Fig. 1: met1 routing
The bar under the picture is 50 um long.
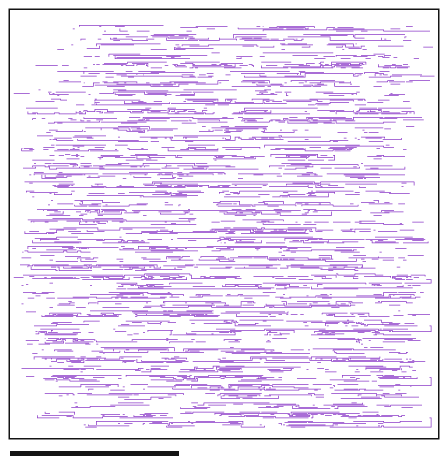
Fig. 2: the metal 2 layer
The bar under the picture is 50 um long. Cells faint in the background.
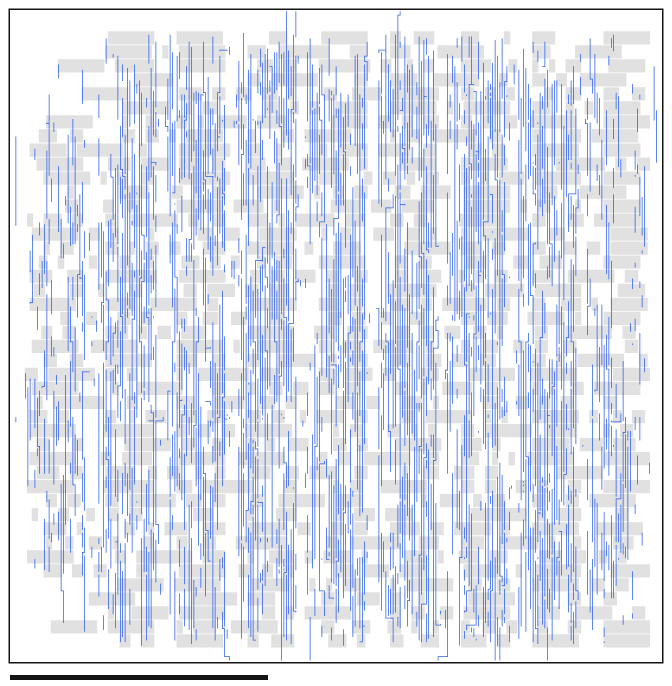
Fig. 3: M3 wires
The bar under the picture is 50 um long. Cells faint in the background.
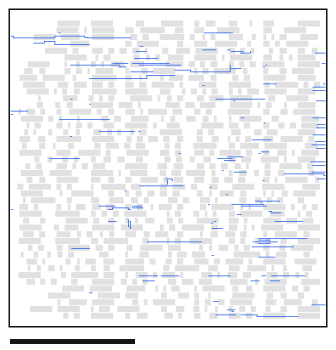
Fig. 4: metal 4
The bar under the picture is 50 um long.
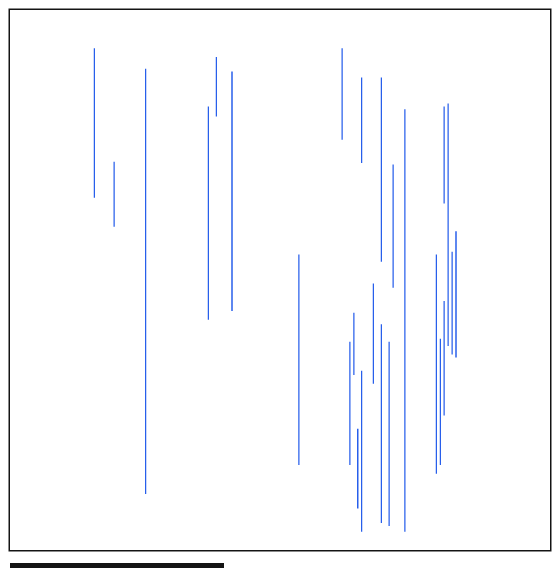
<file path="src/rtl/btn_reader_pkg.sv">
// Shared definitions for the push-button reader: channel FSM state encoding
// and default timing constants.
package btn_reader_pkg;

  // Debounce channel states
  typedef enum logic [1:0] {
    ST_IDLE       = 2'b00,
    ST_PRESS_WAIT = 2'b01,
    ST_HELD       = 2'b10,
    ST_REL_WAIT   = 2'b11
  } btn_state_e;

  // Default timing: clk cycles per tick, ticks to accept a change, ticks to long-press
  localparam int unsigned DEF_TICK_DIV     = 500_000;
  localparam int unsigned DEF_STABLE_TICKS = 4;
  localparam int unsigned DEF_LONG_TICKS   = 100;

endpackage

</file>
<file path="src/rtl/btn_debounce_ch.sv">
// Single-button debounce channel: 2-flop synchroniser, tick-driven debounce
// FSM, and hold counter for long-press detection.
// Ports:
//   clk, rst   - clock, async active-low reset
//   i_tick     - shared sampling tick (one clk wide)
//   i_btn      - raw asynchronous button, 1 = pressed
//   o_level    - debounced level
//   o_press    - 1-cycle pulse on accepted press
//   o_release  - 1-cycle pulse on accepted release
//   o_long     - 1-cycle pulse when the hold reaches LONG_TICKS
module btn_debounce_ch
  import btn_reader_pkg::*;
#(
  parameter int unsigned STABLE_TICKS = DEF_STABLE_TICKS,
  parameter int unsigned LONG_TICKS   = DEF_LONG_TICKS
) (
  input  logic clk,
  input  logic rst,
  input  logic i_tick,
  input  logic i_btn,
  output logic o_level,
  output logic o_press,
  output logic o_release,
  output logic o_long
);

  localparam int unsigned CNT_W  = $clog2(STABLE_TICKS);
  localparam int unsigned HOLD_W = $clog2(LONG_TICKS + 1);

  btn_state_e        r_state, w_state_nxt;
  logic [1:0]        r_sync;
  logic [CNT_W-1:0]  r_cnt, w_cnt_nxt;
  logic [HOLD_W-1:0] r_hold, w_hold_nxt;
  logic              r_level, r_press, r_release, r_long;
  logic              w_level_nxt, w_press_nxt, w_release_nxt, w_long_nxt;
  logic              w_sample;

  assign w_sample  = r_sync[1];
  assign o_level   = r_level;
  assign o_press   = r_press;
  assign o_release = r_release;
  assign o_long    = r_long;

  // State, counters, synchroniser and registered outputs
  always_ff @(posedge clk or negedge rst) begin
    if (!rst) begin
      r_sync    <= '0;
      r_state   <= ST_IDLE;
      r_cnt     <= '0;
      r_hold    <= '0;
      r_level   <= 1'b0;
      r_press   <= 1'b0;
      r_release <= 1'b0;
      r_long    <= 1'b0;
    end else begin
      r_sync    <= {r_sync[0], i_btn};
      r_state   <= w_state_nxt;
      r_cnt     <= w_cnt_nxt;
      r_hold    <= w_hold_nxt;
      r_level   <= w_level_nxt;
      r_press   <= w_press_nxt;
      r_release <= w_release_nxt;
      r_long    <= w_long_nxt;
    end
  end

  // Next-state and pulse decode; everything holds between ticks
  always_comb begin
    w_state_nxt   = r_state;
    w_cnt_nxt     = r_cnt;
    w_hold_nxt    = r_hold;
    w_level_nxt   = r_level;
    w_press_nxt   = 1'b0;
    w_release_nxt = 1'b0;
    w_long_nxt    = 1'b0;
    if (i_tick) begin
      case (r_state)
        ST_IDLE: begin
          if (w_sample) begin
            w_state_nxt = ST_PRESS_WAIT;
            w_cnt_nxt   = CNT_W'(1);
          end
        end
        ST_PRESS_WAIT: begin
          if (!w_sample) begin
            w_state_nxt = ST_IDLE;
            w_cnt_nxt   = '0;
          end else if (r_cnt == CNT_W'(STABLE_TICKS - 1)) begin
            w_state_nxt = ST_HELD;
            w_level_nxt = 1'b1;
            w_press_nxt = 1'b1;
            w_hold_nxt  = '0;
          end else begin
            w_cnt_nxt = r_cnt + CNT_W'(1);
          end
        end
        ST_HELD: begin
          if (w_sample) begin
            // Saturating hold; long fires only on the step that reaches LONG_TICKS
            if (r_hold < HOLD_W'(LONG_TICKS)) begin
              w_hold_nxt = r_hold + HOLD_W'(1);
              w_long_nxt = (r_hold == HOLD_W'(LONG_TICKS - 1));
            end
          end else begin
            w_state_nxt = ST_REL_WAIT;
            w_cnt_nxt   = CNT_W'(1);
          end
        end
        ST_REL_WAIT: begin
          // A bounce back to 1 resumes the hold without advancing it
          if (w_sample) begin
            w_state_nxt = ST_HELD;
          end else if (r_cnt == CNT_W'(STABLE_TICKS - 1)) begin
            w_state_nxt   = ST_IDLE;
            w_cnt_nxt     = '0;
            w_level_nxt   = 1'b0;
            w_release_nxt = 1'b1;
          end else begin
            w_cnt_nxt = r_cnt + CNT_W'(1);
          end
        end
        default: ;
      endcase
    end
  end

endmodule

</file>
<file path="src/rtl/btn_reader.sv">
// Debounced push-button reader: shared sampling prescaler, one debounce
// channel per button, and a press aggregator.
// Ports:
//   clk, rst     - clock, async active-low reset
//   btn_in       - raw buttons, 1 = pressed
//   btn_level    - debounced level per button
//   btn_press    - 1-cycle pulse per accepted press
//   btn_release  - 1-cycle pulse per accepted release
//   btn_long     - 1-cycle pulse when a hold reaches LONG_TICKS
//   press_any    - OR of btn_press
//   last_idx     - lowest index pressed in the most recent press cycle
//   press_count  - press cycles seen, modulo 256
module btn_reader
  import btn_reader_pkg::*;
#(
  parameter int unsigned N_BTN        = 4,
  parameter int unsigned IDX_W        = 2,
  parameter int unsigned TICK_DIV     = DEF_TICK_DIV,
  parameter int unsigned STABLE_TICKS = DEF_STABLE_TICKS,
  parameter int unsigned LONG_TICKS   = DEF_LONG_TICKS
) (
  input  logic             clk,
  input  logic             rst,
  input  logic [N_BTN-1:0] btn_in,
  output logic [N_BTN-1:0] btn_level,
  output logic [N_BTN-1:0] btn_press,
  output logic [N_BTN-1:0] btn_release,
  output logic [N_BTN-1:0] btn_long,
  output logic             press_any,
  output logic [IDX_W-1:0] last_idx,
  output logic [7:0]       press_count
);

  localparam int unsigned PRESC_W = $clog2(TICK_DIV);

  logic [PRESC_W-1:0] r_presc;
  logic               w_tick;
  logic [IDX_W-1:0]   r_last_idx, w_low_idx;
  logic [7:0]         r_press_count;

  // Sampling prescaler: tick on the terminal count
  assign w_tick = (r_presc == PRESC_W'(TICK_DIV - 1));

  always_ff @(posedge clk or negedge rst) begin
    if (!rst)        r_presc <= '0;
    else if (w_tick) r_presc <= '0;
    else             r_presc <= r_presc + PRESC_W'(1);
  end

  // One debounce channel per button
  for (genvar g = 0; g < int'(N_BTN); g++) begin : g_ch
    btn_debounce_ch #(
      .STABLE_TICKS (STABLE_TICKS),
      .LONG_TICKS   (LONG_TICKS)
    ) u_ch (
      .clk       (clk),
      .rst       (rst),
      .i_tick    (w_tick),
      .i_btn     (btn_in[g]),
      .o_level   (btn_level[g]),
      .o_press   (btn_press[g]),
      .o_release (btn_release[g]),
      .o_long    (btn_long[g])
    );
  end

  // Pure OR of registered pulses, so it lines up with btn_press
  assign press_any = |btn_press;

  // Lowest set index wins when several buttons press together
  always_comb begin
    w_low_idx = '0;
    for (int i = int'(N_BTN) - 1; i >= 0; i--) begin
      if (btn_press[i]) w_low_idx = IDX_W'(i);
    end
  end

  // Aggregator: one count per press cycle regardless of how many buttons
  always_ff @(posedge clk or negedge rst) begin
    if (!rst) begin
      r_last_idx    <= '0;
      r_press_count <= '0;
    end else if (press_any) begin
      r_last_idx    <= w_low_idx;
      r_press_count <= r_press_count + 8'd1;
    end
  end

  assign last_idx    = r_last_idx;
  assign press_count = r_press_count;

endmodule

</file>
<file path="config.mk">
export PLATFORM = sky130hd
export DESIGN_NAME = btn_reader
export DESIGN_NICKNAME = d
export VERILOG_FILES = /design/src/rtl/btn_reader_pkg.sv /design/src/rtl/btn_debounce_ch.sv /design/src/rtl/btn_reader.sv
export SDC_FILE = /design/constraint.sdc
export NUM_CORES = 1
export LEC_CHECK = 0
export CELL_PAD_IN_SITES_DETAIL_PLACEMENT = 2
export CELL_PAD_IN_SITES_GLOBAL_PLACEMENT = 2
export CORE_MARGIN = 2
export CORE_UTILIZATION = 35
export DETAILED_ROUTE_END_ITERATION = 8
export PLACE_DENSITY_LB_ADDON = 0.1
export SYNTH_ARGS = -nofsm -noshare
export SYNTH_HDL_FRONTEND = slang
export SYNTH_SLANG_ARGS = --single-unit
export TNS_END_PERCENT = 50
</file>
<file path="constraint.sdc">
create_clock -name clk -period 1.8 [get_ports clk]
set_input_delay 0.54 -clock clk [delete_from_list [all_inputs] [get_ports clk]]
set_output_delay 0.54 -clock clk [all_outputs]
set_load 0.05 [all_outputs]
</file>
==> out/qor.txt <==
Outcome - finished, violations left
Failing checks - negative setup slack
Total global-route track usage - 23.9%
Seq pwr share - 48.0%
Post-synth ARST share - 100%
Final max-slew violation count - 0
Final worst slack - -0.303 ns
Final Hold Viols - 0
Maximum number of pins on one net before global-route repair - 32
Post-synth cell types - 58
Chip width - 126 um
Sequential Area - 2430 um^2
Yosys warning tally - 0
Cell family with the largest share of critical-path delay - simple AND/OR/NAND/NOR gates
Critical path type - register to register
CTS tree - yes
Site Rows - 44
Fin util - 55.1%
Startpoint Class - register
Logic area - 3250 um^2
Layout cell share with drive strength beyond 1 - 42.1%
# Cells Yosys - 529
Flip-flops with a built-in enable - 0
WL/cell - 28.6 um
Design area - 8030 um^2
Hold_ws - 0.139 ns
Fmax - 475 MHz
Clock Tree Buf Depth - 2
Syn avg cell area - 9.92 um^2
Main flop type - dfrtp_1
Inst Count DP - 811
VDD IR max - 590 uV
Final ANT Viol Nets - 0
Worst-path clk slew - 0.08 ns
Psw - 0.00104 W
Critical Path RT - 2.05 ns
Register share after synthesis - 46.3%
Vias per cell - 6.10
Rel. slew slack - 60.7%
Log Warnings - 32
Pwr top - clock
Critical path capture point type - register
First-pass DRT Iterations - 5
Placer congestion estimate - 0.829
Max cap viols - 0
Initial antenna violation count - 0
Global-route wire length before repair - 30400 um
Worst slack at placement - -0.222 ns
Final setup viols - 67
Cell area power density - 569 nW/um^2
Die area - 16000 um^2
Core area - 14600 um^2
RSZ-0062 raised after global routing - true
Worst path cell trace - ha_2 > and4_4 > nand4_4 > buf_6 > buf_8 > nor4_4 > mux2_4
Nets@finish - 683
Netlist Area Pre-Place - 5250 um^2
Crit path DAT - 2.35 ns
Num CTS Buffers - 9
Sequential power - 0.00219 W
Worst hold path type - input port to asynchronous set/reset pin
## Picture notes: Fig. 1
The wires run mostly horizontal. The layer carries 10300 um of wire.
Detailed Route WL: 24400 um
Vias: 5198
met1 usage: 30.4%

## Picture notes: Fig. 2
The layer holds 51% of the routed length. The wires run mostly vertical. The longest straight run is 49.3 um. 660 nets have wire on it.
met2 Resource Use GR: 42.4%

## Picture notes: Fig. 3
The layer holds 3.1% of the routed length. 77 nets have wire on it. The longest straight run is 23.0 um. The layer carries 747 um of wire. The wires run mostly horizontal.
grt met3 use: 2.61%

## Picture notes: Fig. 4
The longest straight run is 99.3 um. 24 nets have wire on it. The layer holds 4.0% of the routed length.

path summary, 6_finish.rpt:
path                                           to  slack [ns]              startpoint  cells past startpoint
max                        g_ch[1].u_ch.r_hold[0]       -0.30              r_presc[1]                      7
min                        g_ch[3].u_ch.r_hold[6]        0.14                     rst                      1
max reg2reg                g_ch[1].u_ch.r_hold[0]       -0.30              r_presc[1]                      7
min reg2reg                g_ch[1].u_ch.r_sync[1]        0.36  g_ch[1].u_ch.r_sync[0]                      0
max in group asynchronous    g_ch[2].u_ch.o_level        1.11                     rst                      2
min in group clk           g_ch[1].u_ch.r_sync[1]        0.36  g_ch[1].u_ch.r_sync[0]                      0
state kept, by name (all words and copies together), names as in the netlist, named ones only:
register	flops
press_count	8
g_ch.u_ch.o_long	4
g_ch.u_ch.o_release	4
last_idx	2
g_ch.u_ch.r_hold	28
g_ch.u_ch.r_sync	8
g_ch.u_ch.r_cnt	8
g_ch.u_ch.o_level	4
r_presc	19
g_ch.u_ch.o_press	4
g_ch.u_ch.r_state	4
what timing repair did:
item,in CTS,in global routing
pin swaps,14,43
setup endpoints to repair,63,67
buffers inserted,7,17
resized,49,111
cloned,2,0
synthesized netlist by cell type (all sizes together), types with 2 or more instances:
library cell  number  area share, %
a211oi             5           0.72
a21oi             11            1.0
a221o              3           0.57
a2bb2oi            2           0.33
a31oi             12            1.4
a32o               3           0.57
and2               3           0.36
and3              14            1.7
and3b              2           0.33
and4               5           0.83
buf               23            3.1
clkbuf            22            1.6
dfrtp             97             46
ha                14            3.3
inv               22            1.6
mux2               6            1.3
mux2i              8            1.5
nand2             34            2.4
nand2b            11            1.3
nand3             35            3.3
nand3b             4           0.57
nand4             15            2.1
nor2              24            1.7
nor2b              5           0.60
nor3              16            1.5
nor4              15            2.0
nor4b              2           0.45
o211ai            23            3.3
o21ai              6           0.57
o311ai             3           0.50
o31ai             16            2.3
o32ai              6            1.0
o41ai             13            2.2
or2                3           0.36
or3               10            1.2
or4                3           0.43
or4b               2           0.38
xnor2             12            2.0
xor2              10            1.7
worst register-to-register path: stages (launching register included):
cell	delay (ns)
dfrtp_1	0.40
ha_2	0.22
and4_4	0.25
nand4_4	0.19
buf_6	0.19
buf_8	0.14
nor4_4	0.24
mux2_4	0.35
cell families after synthesis:
logic type | share of synthesized area [%]
fa+ha+maj | 3.34
mux | 2.81
xor+xnor | 3.67
buf+inv | 6.20
flops | 46.3
simple gates | 22.4
compound gates | 15.3
cell type report:
type / instances / area share (%)
Clock buffer: 14 / 3.29
Multi-Input combinational cell: 365 / 40.5
Sequential cell: 97 / 30.2
Timing Repair Buffer: 168 / 21.3
Inverter: 22 / 1.07
Clock inverter: 2 / 0.748
Tap cell: 184 / 2.87
metal layers:
metal / wire [um] / vias up / share of wire (%) / global-route usage (%)
met5: 0 / - / 0 / 0
met4: 977 / 0 / 4.0 / 7.69
met3: 746 / 58 / 3.1 / 2.61
met2: 12400 / 159 / 51 / 42.4
met1: 10300 / 2745 / 42 / 30.4
li1: - / 2236 / - / -
No activity file was given, so power comes from the tool's default toggle rates.
